`config.mk`:
```
export PLATFORM = sky130hd
export DESIGN_NAME = inst_queue_flat
export DESIGN_NICKNAME = d
export VERILOG_FILES = /design/src/rtl/inst_queue_pkg.sv /design/src/rtl/inst_queue_if.sv /design/src/rtl/inst_queue.sv /design/src/flat_wrapper.sv
export SDC_FILE = /design/constraint.sdc
export NUM_CORES = 1
export LEC_CHECK = 0
export CELL_PAD_IN_SITES_DETAIL_PLACEMENT = 2
export CELL_PAD_IN_SITES_GLOBAL_PLACEMENT = 2
export CORE_MARGIN = 1.5
export CORE_UTILIZATION = 45
export CTS_BUF_LIST = sky130_fd_sc_hd__clkbuf_16
export DETAILED_ROUTE_END_ITERATION = 12
export MAX_ROUTING_LAYER = met4
export PLACE_DENSITY = 0.73
export SYNTH_ARGS = -nofsm -noshare
export SYNTH_HDL_FRONTEND = slang
export SYNTH_SLANG_ARGS = --single-unit
```
`constraint.sdc`:
```
create_clock -name clk -period 7 [get_ports clk]
set_clock_uncertainty 0.2 [all_clocks]
set_input_delay 0.7 -clock clk [delete_from_list [all_inputs] [get_ports clk]]
set_output_delay 0.7 -clock clk [all_outputs]
set_load 0.005 [all_outputs]
```
`src/rtl/inst_queue_pkg.sv`:
```
// Shared widths and entry type for the fetch-to-decode instruction queue.
// Holds InstWidth, AddrWidth, IQ_ADDR_BITS/IQ_SIZE, True/False and iq_entry_t.
package inst_queue_pkg;

    localparam int InstWidth    = 32;
    localparam int AddrWidth    = 32;
    localparam int IQ_ADDR_BITS = 4;
    localparam int IQ_SIZE      = 2 ** IQ_ADDR_BITS;

    localparam logic True  = 1'b1;
    localparam logic False = 1'b0;

    typedef struct packed {
        logic [InstWidth-1:0] inst;
        logic [AddrWidth-1:0] pc;
    } iq_entry_t;

endpackage

```
`src/rtl/inst_queue_if.sv`:
```
// Fetch/decode handshake bundle around the instruction queue.
// master: fetcher+decoder side; slave: the queue itself.
interface inst_queue_if;
    import inst_queue_pkg::*;

    logic                 IF_inst_valid;
    logic [InstWidth-1:0] IF_inst;
    logic [AddrWidth-1:0] IF_pc;
    logic                 IQ_is_full;
    logic                 DC_enable;
    logic                 IQ_inst_valid;
    logic [InstWidth-1:0] IQ_inst;
    logic [AddrWidth-1:0] IQ_pc;

    modport master (
        output IF_inst_valid, IF_inst, IF_pc, DC_enable,
        input  IQ_is_full, IQ_inst_valid, IQ_inst, IQ_pc
    );

    modport slave (
        input  IF_inst_valid, IF_inst, IF_pc, DC_enable,
        output IQ_is_full, IQ_inst_valid, IQ_inst, IQ_pc
    );

endinterface

```
`src/rtl/inst_queue.sv`:
```
// Circular instruction FIFO between fetcher and decoder, show-ahead head.
// Ports: clk, rst (sync, high), rdy (global stall), ROB_clear (flush), bus (slave).
module inst_queue
    import inst_queue_pkg::*;
#(
    parameter int ADDR_BITS = IQ_ADDR_BITS
) (
    input  logic        clk,
    input  logic        rst,
    input  logic        rdy,
    input  logic        ROB_clear,
    inst_queue_if.slave bus
);

    localparam int SIZE = 2 ** ADDR_BITS;
    localparam logic [ADDR_BITS:0] FullCount = (ADDR_BITS + 1)'(SIZE);

    logic [InstWidth-1:0] inst_mem [SIZE];
    logic [AddrWidth-1:0] pc_mem   [SIZE];

    logic [ADDR_BITS-1:0] head;
    logic [ADDR_BITS-1:0] tail;
    logic [ADDR_BITS:0]   count;

    logic empty;
    logic full;
    logic pop;
    logic push;
    logic advance;

    assign empty = (count == '0);
    assign full  = (count == FullCount);

    // A pop frees a slot in the same edge, so a full queue still
    // accepts a push when the decoder consumes.
    assign pop  = bus.DC_enable && !empty;
    assign push = bus.IF_inst_valid && (!full || pop);

    // Push/pop only take effect on a live, non-flushing cycle.
    assign advance = rdy && !ROB_clear && !rst;

    always_ff @(posedge clk) begin
        if (rst) begin
            head  <= '0;
            tail  <= '0;
            count <= '0;
        end else if (rdy && ROB_clear) begin
            head  <= '0;
            tail  <= '0;
            count <= '0;
        end else if (rdy) begin
            if (push) begin
                tail <= tail + 1'b1;
            end
            if (pop) begin
                head <= head + 1'b1;
            end
            if (push && !pop) begin
                count <= count + 1'b1;
            end else if (pop && !push) begin
                count <= count - 1'b1;
            end
        end
    end

    // Storage carries no reset; validity is tracked by count alone.
    always_ff @(posedge clk) begin
        if (advance && push) begin
            inst_mem[tail] <= bus.IF_inst;
            pc_mem[tail]   <= bus.IF_pc;
        end
    end

    assign bus.IQ_is_full    = full;
    assign bus.IQ_inst_valid = !empty;
    assign bus.IQ_inst       = empty ? '0 : inst_mem[head];
    assign bus.IQ_pc         = empty ? '0 : pc_mem[head];

endmodule

```
`src/flat_wrapper.sv`:
```
// flat-port wrapper written by rule: the top's interface ports become plain ports
module inst_queue_flat import inst_queue_pkg::*;
#(
    parameter int ADDR_BITS = IQ_ADDR_BITS
)
  (clk, rst, rdy, ROB_clear, bus_IF_inst_valid, bus_IF_inst, bus_IF_pc, bus_DC_enable, bus_IQ_is_full, bus_IQ_inst_valid, bus_IQ_inst, bus_IQ_pc);
  inst_queue_if bus_i ();
  input  logic clk;
  input  logic rst;
  input  logic rdy;
  input  logic ROB_clear;
  input wire logic [$bits(bus_i.IF_inst_valid)-1:0] bus_IF_inst_valid;
  input wire logic [$bits(bus_i.IF_inst)-1:0] bus_IF_inst;
  input wire logic [$bits(bus_i.IF_pc)-1:0] bus_IF_pc;
  input wire logic [$bits(bus_i.DC_enable)-1:0] bus_DC_enable;
  output wire logic [$bits(bus_i.IQ_is_full)-1:0] bus_IQ_is_full;
  output wire logic [$bits(bus_i.IQ_inst_valid)-1:0] bus_IQ_inst_valid;
  output wire logic [$bits(bus_i.IQ_inst)-1:0] bus_IQ_inst;
  output wire logic [$bits(bus_i.IQ_pc)-1:0] bus_IQ_pc;
  assign bus_i.IF_inst_valid = bus_IF_inst_valid;
  assign bus_i.IF_inst = bus_IF_inst;
  assign bus_i.IF_pc = bus_IF_pc;
  assign bus_i.DC_enable = bus_DC_enable;
  assign bus_IQ_is_full = bus_i.IQ_is_full;
  assign bus_IQ_inst_valid = bus_i.IQ_inst_valid;
  assign bus_IQ_inst = bus_i.IQ_inst;
  assign bus_IQ_pc = bus_i.IQ_pc;
  inst_queue #(.ADDR_BITS(ADDR_BITS)) u_core (.clk(clk), .rst(rst), .rdy(rdy), .ROB_clear(ROB_clear), .bus(bus_i));
endmodule
```
==> flow_summary.toml, run 1 <==
# implementation run metrics
[timing]
setup_tns_ns = 0
hold_viol_final = 0
rsz0062_at_grt = "no"
finalSetupViolations = 0
tightest_slew_ns = 1.17
min_period_ns = 5.05
max_slew_margin_pct = 21.9
fmaxAchievable_mhz = 198
period_used_pct = 72.1
slew_viol_final = 0

[setup_path]
cpMostUsedCell = "a211oi_1"
critical-path-top-delay-family = "buffers and inverters"
cp-endpoint = "bus_IQ_inst[27]"
critPathSlowestCell = "dfxtp_4"
cp_max_fo = 43
r2r_cells = 5
start_kind = "flop"
cp_num_cells = 6
max_stage_delay_ns = 0.83
cp.required_ns = 6.10
r2r-end = "u_core.pc_mem[10][9]"
r2r_start = "u_core.count[0]"
cp.buffers_inverters = 2
critical_path.endpoint_type = "output port"

[clock_network]
post_cts_resized = 0
clk_latency_ns = 0.69
root_buffer = "clkbuf_16"
tritoncts = "built"
clock_path_buffers = 3
cts_hold_buf = 0
cts_max_level = 3

[final_layout]
regArea_um2 = 31100
comb_area_um2 = 8520
nNetsFinal = 2030
layout-drive-gt1-share_pct = 23.4

[placement]
place_hpwl_mm = 62.1
port_buffers = 135

[yosys]
yosys-top-cells-area = "edfxtp_1, mux4_2, a211oi_1, mux2i_1, nor2b_1"
compound_area_share_pct = 2.83
common_cells = "edfxtp_1, mux4_2, a211oi_1"
synth_cell_types = 38
synthFlopType = "edfxtp_1"
top_cell = "edfxtp_1"
ys_seq_share_pct = 77.5
synthArstFlopShare_pct = 0
synth.comb.largest_family = "multiplexers"
ys_sh_simple_pct = 1.77
floorplan.nets = 1847
synth_top_area_share_pct = 76.7
postSynthCellCount = 1767
syn_area_per_cell_um2 = 22.7
edf_count = 1024
mux_area_share_pct = 15.9
fa_ha_area_share_pct = 0.331
ys_warn_count = 0
yosys.area.top_type = "edfxtp_1"

[grt]
grt_pass1_wl_mm = 164
grt_overflow = 0
grtUsageTotal_pct = 26.4
antenna_found_initial = 6
grt_pass1_vias = 21700
grt_start_max_net_pins = 88

[floorplan]
chipHeight_um = 302
fp_util_pct = 45.4
ios = 136
die-width_um = 302
chip_area_um2 = 90900
core_um2 = 88400

[min_path]
worstHoldEndpoint = "u_core.count[1]"
whs_path_depth = 2
hp-start = "u_core.count[1]"

[routing]
drtPass1Iterations = 5
drc = 0
ant_nets = 0
drt_wl_total_mm = 115
drt-vias-per-instance = 6.06
routedWlPerCell_um = 35.8
routed-via-count = 19400
drt_first_iter_violations = 1777

[pwr]
powerDensity_nw_per_um2 = 295
vdd_drop_max_uv = 235
power.leakage_nw = 13.8

[outcome]
status = "finished clean"

[flow_run]
maxCapViolCount = 0
warnings = 32
[run 1: layer usage]
layer / up-vias / part of all wire, % / track usage, %
met5: - / 0 / -
met4: 0 / 2.7 / 7.46
met3: 168 / 3.6 / 3.41
met2: 558 / 54 / 46.4
met1: 10800 / 40 / 32.1
li1: 7892 / - / -
[run 1: power by group]
part           internal, mW  switching, mW  total, mW
Clock                  3.33           2.48       5.81
Sequential             6.86         0.0251       6.88
Combinational         0.446          0.538      0.984
[run 1: per-stage QoR]
| stage | hold WS (ns) | setup slack, ns | area, um2 | instances | util, % |
|---|---|---|---|---|---|
| after floorplan | 0.273 | 0.525 | 40100 | 1767 | - |
| after global placement | 0.292 | 2.47 | 42900 | 3005 | 48.5 |
| after detailed placement | 0.332 | 2.19 | 42900 | 3005 | 48.5 |
| after CTS | 0.349 | 1.87 | 46400 | 3203 | 52.5 |
| after global routing | 0.386 | 1.76 | 46400 | 3206 | 52.5 |
| final | 0.351 | 1.95 | 46400 | 3206 | 52.5 |
[run 1: registers in the layout, indices dropped and copies added, names as in the netlist, named ones only]
name / count
u_core.inst_mem: 512
u_core.pc_mem: 512
u_core.count: 5
u_core.head: 4
u_core.tail: 4
[run 1: layout by cell type (no fill, tap or decap), types with 21 or more instances in the layout]
cell type / count
edfxtp_1: 1024
mux4_2: 255
clkdlybuf4s50_1: 135
a211oi_1: 129
clkbuf_16: 111
nor2b_1: 67
mux2i_1: 64
buf_4: 35
clkinv_2: 26
clkinv_1: 25
inv_1: 21
[run 1: cell type report]
type,count,share of cell area [%]
sequential,1041,67.1
multi-input combinational,617,18.4
clock buffer,111,5.99
timing repair buffer,178,3.83
tap,1165,3.14
clock inverter,87,1.56
inverter,4,0.0324
antenna,3,0.0162
==> run_1/cell_classes.png <==
Fill, decap, tap and diode cells in grey.
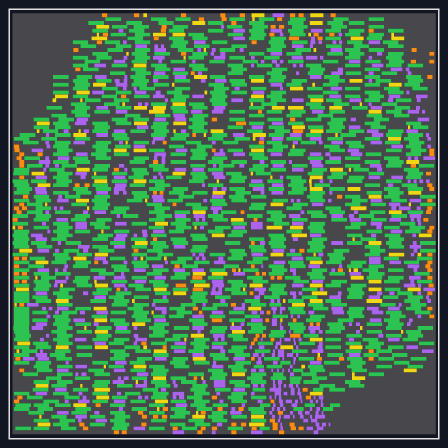
- orange: other buffers and delay cells (cells 178; share of their area 3.9%)
- purple: all other logic (cells 621; share of their area 19%)
- yellow: clock drivers and dummy loads (cells 198; share of their area 7.8%)
- green: flops (cells 1,041; share of their area 69%)

==> run_1/final_placement.png <==
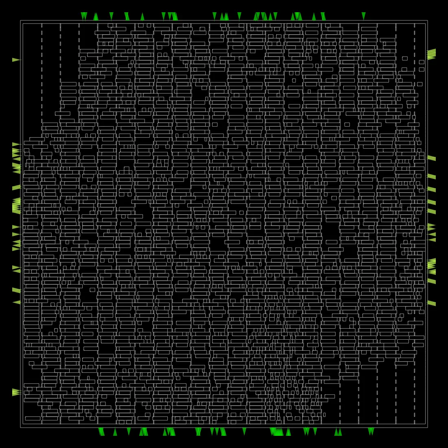
num rows: 109
fin util: 52.5%
Fillers: 7,481

==> run_1/met3.png <==
The bar under the picture is 100 um long.
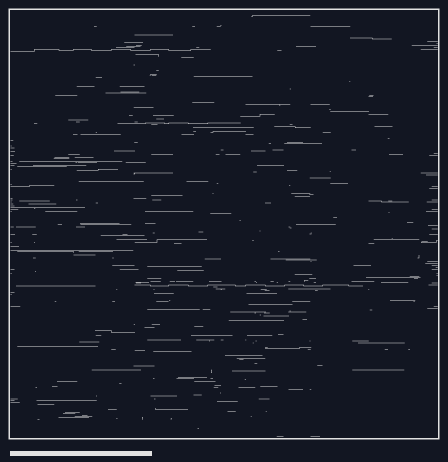
- wire length on this layer: 4,100 um
- main direction: horizontal

==> run 2: changes to the inputs <==
Settings changed: CORE_UTILIZATION 45 to 44, PLACE_DENSITY 0.73 to 0.75.
Clock period 7 ns to 4.1 ns, I/O delays scaled along.
==> run_2/final_placement.png <==
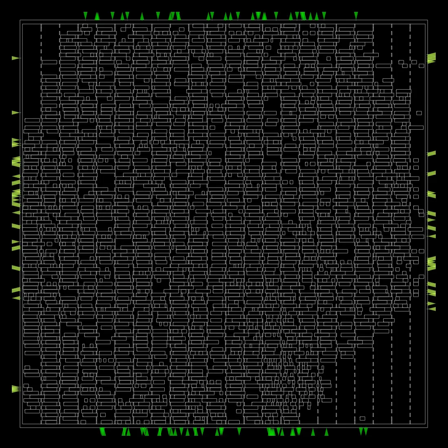
tap cells: 1,176
fin util: 52.4%
fin cells: 3,276

==> run_2/met2.png <==
Cells faint in the background.
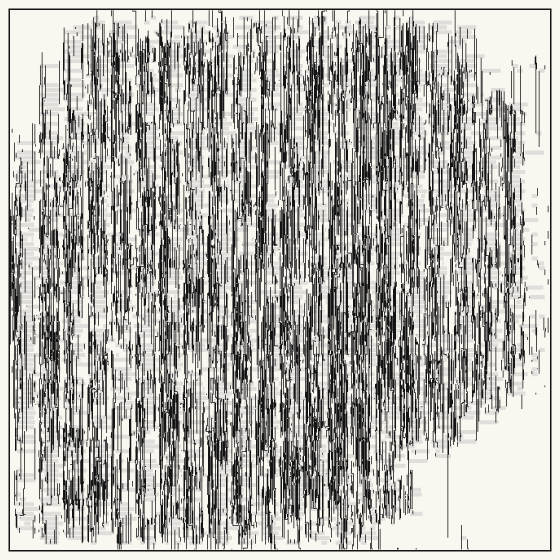
- share of all routed wire: 53%
- nets with wire on the layer: 2,018

==> flow_summary.toml, run 2 <==
# implementation run metrics
[final_layout]
regArea_um2 = 31100
layout_top_cell = "edfxtp_1"
comb_area_um2 = 8560
fill_cells = 7514
layout-drive-gt1-share_pct = 25.2
final_cell_mix = "edfxtp_1, mux4_2, clkdlybuf4s50_1"
reg.largest.list = "u_core.inst_mem (512), u_core.pc_mem (512), u_core.count (5)"
final_area_um2 = 47200
nNetsFinal = 2081

[setup_path]
critical_path_class = "reg2out"
cp_max_fo = 49
cp_num_cells = 7
max_stage_delay_ns = 0.60
start_kind = "flop"
cp-endpoint = "bus_IQ_inst[29]"
r2r_cells = 11
critical_path.endpoint_type = "output port"
critPathSlowestCell = "mux4_2"
r2r_setup_slack_ns = 0.83
r2r_start = "u_core.count[0]"
critical-path-top-delay-family = "buffers and inverters"
path_cells = "buf_4 -> buf_12 -> mux4_2 -> nor2b_1 -> a211oi_1 -> a211oi_1 -> clkdlybuf4s50_1"
cp.buffers_inverters = 3
r2r-end = "u_core.count[3]"
cp.required_ns = 3.49
cpMostUsedCell = "a211oi_1"

[yosys]
synth_cell_types = 38
synth_top_area_share_pct = 76.7
yosys-top-cells-area = "edfxtp_1, mux4_2, a211oi_1, mux2i_1, nor2b_1"
synthArstFlopShare_pct = 0
edf_count = 1024
postSynthCellCount = 1767
common_cells = "edfxtp_1, mux4_2, a211oi_1"
ys_seq_share_pct = 77.5
yosys.area.top_type = "edfxtp_1"
top_cell = "edfxtp_1"
syn_area_per_cell_um2 = 22.7
synthFlopType = "edfxtp_1"
ys_warn_count = 0
synth_area_um2 = 40100
floorplan.nets = 1847

[timing]
tightest_slew_ns = 0.963
hold_slack_ns = 0.360
max_slew_margin_pct = 35.8
setup_tns_ns = 0
min_period_ns = 4.04
hold_viol_final = 0
slew_viol_final = 0
period_used_pct = 98.5
fmaxAchievable_mhz = 248
fin_ws_ns = 0.0618
finalSetupViolations = 0

[flow_run]
warnings = 33
maxCapViolCount = 0

[floorplan]
ios = 136
chip_area_um2 = 93000
core_um2 = 90100
chipHeight_um = 305
fp_util_pct = 44.5
rows = 110
die-width_um = 305

[placement]
port_buffers = 135
place_hpwl_mm = 64.6
place_area_um2 = 43700
place_ws_ns = 0.438
dp_cells = 3061

[pwr]
power.leakage_nw = 14.2
vdd_drop_max_uv = 418
powerDensity_nw_per_um2 = 493

[routing]
drt_first_iter_violations = 1860
routed-via-count = 20200
drtPass1Iterations = 7
ant_nets = 0
drt-vias-per-instance = 6.15
drc = 0
routedWlPerCell_um = 37.8
drt_wl_total_mm = 124

[grt]
antenna_found_initial = 12
grt_pass1_vias = 22400
grt_overflow = 0
grt_pass1_wl_mm = 173
grt_start_max_net_pins = 65
grtUsageTotal_pct = 27.3

[clock_network]
clk_latency_ns = 0.68
tritoncts = "built"
cts_max_level = 3
clock_path_buffers = 3
root_buffer = "clkbuf_16"
cts_hold_buf = 0

[min_path]
whs_path_depth = 2

[outcome]
status = "finished clean"
==> run_2/port_nets.png <==
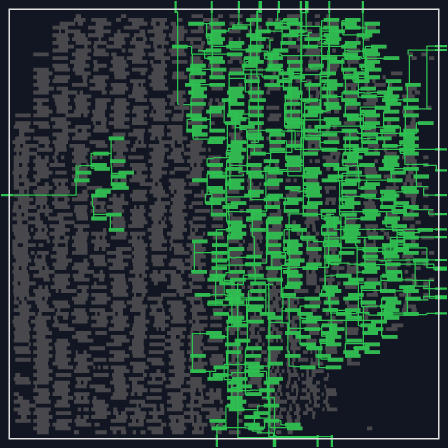
- green: bus_IF_inst (bits 32; direction input; end cells 512; buffers 32; wire 8,630 um)

## run 2: where the power goes
| group | internal, mW | switching, mW | total [mW] |
|---|---|---|---|
| sequential | 11.7 | 0.0262 | 11.7 |
| clock | 5.32 | 4.43 | 9.75 |
| combinational | 0.829 | 0.986 | 1.81 |
| total | 17.9 | 5.44 | 23.3 |
## run 2: cell type report
cell class / instances / share of cell area [%]
well taps: 1176 / 3.12
inverters: 4 / 0.0318
clock buffers: 109 / 5.77
repair buffers: 230 / 5.68
clock inverters: 89 / 1.36
multi-input cells: 617 / 18.1
flip-flops and latches: 1041 / 65.9
diodes: 10 / 0.0530
## run 2: how the worst min path moves through the flow
| stage | startpoint | to | slack [ns] |
|---|---|---|---|
| after global placement | u_core.count[1] | u_core.count[1] | 0.32 |
| final | u_core.count[1] | u_core.count[1] | 0.36 |
| after detailed placement | u_core.count[1] | u_core.count[1] | 0.35 |
| after global routing | u_core.count[1] | u_core.count[1] | 0.39 |
| after floorplan | u_core.head[2] | flop | 0.27 |
| after CTS | u_core.head[2] | flop | 0.37 |
## run 2: layer usage
| layer | wire length (um) | share of wire [%] | track usage (%) |
|---|---|---|---|
| met1 | 48400 | 39 | 33.1 |
| met3 | 6040 | 4.9 | 4.10 |
| met5 | 0 | 0 | - |
| met4 | 3510 | 2.8 | 8.51 |
| met2 | 66000 | 53 | 47.2 |
## run 2: what timing repair did
item | CTS | global route
gates resized | 4 | 4
endpoints found under the setup margin | 36 | 11
buffers inserted | 6 | 1
## run 2: cell families after synthesis
group,count (synthesis),synth area share (%)
muxes,319,15.9
and+or+nand+nor,130,1.77
AOI/OAI and AO/OA,154,2.83
DFF,1041,77.5
buffers and inverters,109,1.56
xor gates and xnor gates,4,0.0874
adders and majority gates,10,0.331
==> run 3: changes to the inputs <==
Settings changed: CTS_BUF_LIST sky130_fd_sc_hd__clkbuf_16 to not set, GPL_ROUTABILITY_DRIVEN set to 0.
==> run_3/met2.png <==
Cells faint in the background.
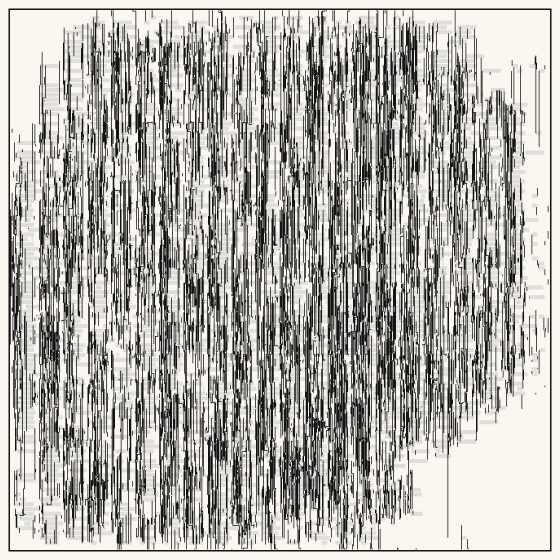
- main direction: vertical
- wire length on this layer: 65.9 mm
- longest straight run: 133 um
- share of all routed wire: 53%
- nets with wire on the layer: 2,019

==> run_3/cell_classes.png <==
Fill, decap, tap and diode cells in grey.
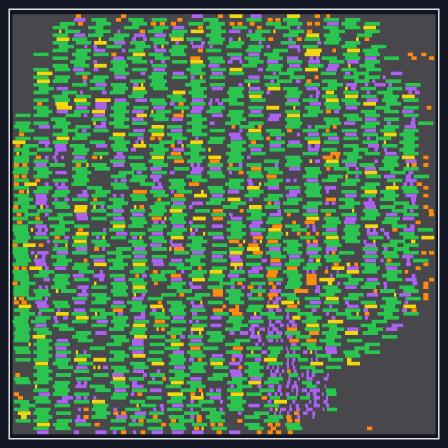
- orange: other buffers and delay cells (cells 230; share of their area 5.9%)
- green: flops (cells 1,041; share of their area 68%)
- purple: all other logic (cells 621; share of their area 19%)
- yellow: clock drivers and dummy loads (cells 198; share of their area 7.4%)

==> flow_summary.toml, run 3 <==
# implementation run metrics
[timing]
tightest_slew_ns = 0.964
fmaxAchievable_mhz = 249
period_used_pct = 98.1
setup_tns_ns = 0
hold_slack_ns = 0.360
slew_viol_final = 0
min_period_ns = 4.02
hold_viol_final = 0
max_slew_margin_pct = 35.7
fin_ws_ns = 0.0766
finalSetupViolations = 0

[clock_network]
tritoncts = "built"
root_buffer = "clkbuf_16"
clock_path_buffers = 3
cts_hold_buf = 0
clkTransAtPathRegs_ns = 0.06
clkSinkCount = 1041
clk_latency_ns = 0.68
numCtsBuffers = 107
cts_max_level = 3

[placement]
place_area_um2 = 43700
place_hpwl_mm = 64.6
dp_cells = 3061
place_ws_ns = 0.438
port_buffers = 135

[min_path]
worstHoldEndpoint = "u_core.count[1]"
hold_class = "reg2reg"
whs_path_depth = 2
hp-start = "u_core.count[1]"

[setup_path]
r2r_setup_slack_ns = 0.83
worstPathArrival_ns = 3.41
critical_path_class = "reg2out"
cp.required_ns = 3.49
r2r-end = "u_core.count[3]"
critical_path.endpoint_type = "output port"
start_kind = "flop"
r2r_start = "u_core.count[0]"
cp-endpoint = "bus_IQ_pc[2]"
cp_max_fo = 34
r2r_cells = 11

[yosys]
synth_chip_area_um2 = 40100
top_cell = "edfxtp_1"
ys.flops = 1041
synth_cell_types = 38
edf_count = 1024
floorplan.nets = 1847
synth_area_um2 = 40100
ys_seq_share_pct = 77.5
common_cells = "edfxtp_1, mux4_2, a211oi_1"
yosys.area.top_type = "edfxtp_1"
yosysCellCount = 1767
synthArstFlopShare_pct = 0
synth_top_area_share_pct = 76.7
ys_warn_count = 0
synthFlopType = "edfxtp_1"
postSynthCellCount = 1767
yosys-top-cells-area = "edfxtp_1, mux4_2, a211oi_1, mux2i_1, nor2b_1"
syn_area_per_cell_um2 = 22.7

[final_layout]
area_delta_synth_final_pct = 17.8
final_cells = 3276
nNetsFinal = 2081
final_area_um2 = 47200
fill_cells = 7514
reg.largest.list = "u_core.inst_mem (512), u_core.pc_mem (512), u_core.count (5)"
layout-drive-gt1-share_pct = 25.2
final_cell_mix = "edfxtp_1, mux4_2, clkdlybuf4s50_1"
layout_top_cell = "edfxtp_1"
utilization_pct = 52.4

[grt]
grt_pass1_vias = 22400
grt_overflow = 0
antenna_found_initial = 12
grt_pass1_wl_mm = 173
grt_start_max_net_pins = 65
grtUsageTotal_pct = 27.3

[pwr]
vdd_drop_max_uv = 418
powerDensity_nw_per_um2 = 494
power.leakage_nw = 14.1
p_total_mw = 23.4

[routing]
routed-via-count = 20200
drt_wl_total_mm = 124
drt-vias-per-instance = 6.15
drtPass1Iterations = 7
ant_nets = 0
drc = 0
routedWlPerCell_um = 37.8
drt_first_iter_violations = 1868

[floorplan]
fp_util_pct = 44.5
chipHeight_um = 305
chip_area_um2 = 93000
rows = 110
core_um2 = 90100
die-width_um = 305
ios = 136

[outcome]
status = "finished clean"

[flow_run]
maxCapViolCount = 0
warnings = 32
==> run_3/met3.png <==
The bar under the picture is 100 um long.
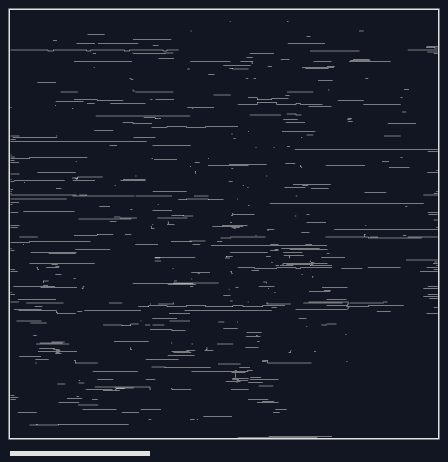
- nets with wire on the layer: 263
- wire length on this layer: 5,890 um
- longest straight run: 110 um

run 3: cell counts after synthesis:
No cell type changed its count.
run 3: area by class of cell:
class / instances / area, um2 / area share [%]
Clock buffer: 136 / 2830 / 5.99
Multi-Input combinational cell: 617 / 8560 / 18.1
Antenna cell: 10 / 25.0 / 0.0530
Sequential cell: 1041 / 31100 / 65.9
Tap cell: 1176 / 1470 / 3.12
Clock inverter: 62 / 541 / 1.14
Timing Repair Buffer: 230 / 2680 / 5.68
Inverter: 4 / 15.0 / 0.0318
run 3: cell families (layout without fill, tap and decap cells):
kind of cell	Yosys count	count (layout)	share of synthesized area, %
adder cells (fa/ha/maj)	10	10	0.331
flip-flops	1041	1041	77.5
XOR/XNOR	4	4	0.0874
buffers and inverters	109	432	1.56
multiplexers	319	319	15.9
AND-OR/OR-AND	154	154	2.83
other	0	10	0
AND/OR/NAND/NOR	130	130	1.77
run 3: metal layers:
metal  GRT usage (%)  vias to the layer above  part of all wire [%]
met2            47.2                      729                    53
met1            33.1                    11200                    39
met3            4.10                      198                   4.8
li1                -                     8034                     -
met4            8.51                        0                   2.8
met5               -                        -                     0
run 3: timing repair:
action	CTS	global route
setup endpoints to repair	36	11
buffers inserted	6	1
pin swaps	0	0
resized	4	4
run 3: power breakdown:
part / internal, mW / total (mW) / switching [mW] / leakage, nW
Clock: 5.39 / 9.81 / 4.42 / 1.65
Sequential: 11.7 / 11.7 / 0.0263 / 9.35
Combinational: 0.829 / 1.82 / 0.988 / 3.11
run 3: critical path: stages (launching register included):
cell,delay (ns)
dfxtp_4,0.71
buf_12,0.29
mux4_2,0.25
mux2i_1,0.09
a211oi_1,0.68
clkdlybuf4s50_1,0.64
Power figures rest on the tool's default switching activity, not on a simulated workload.
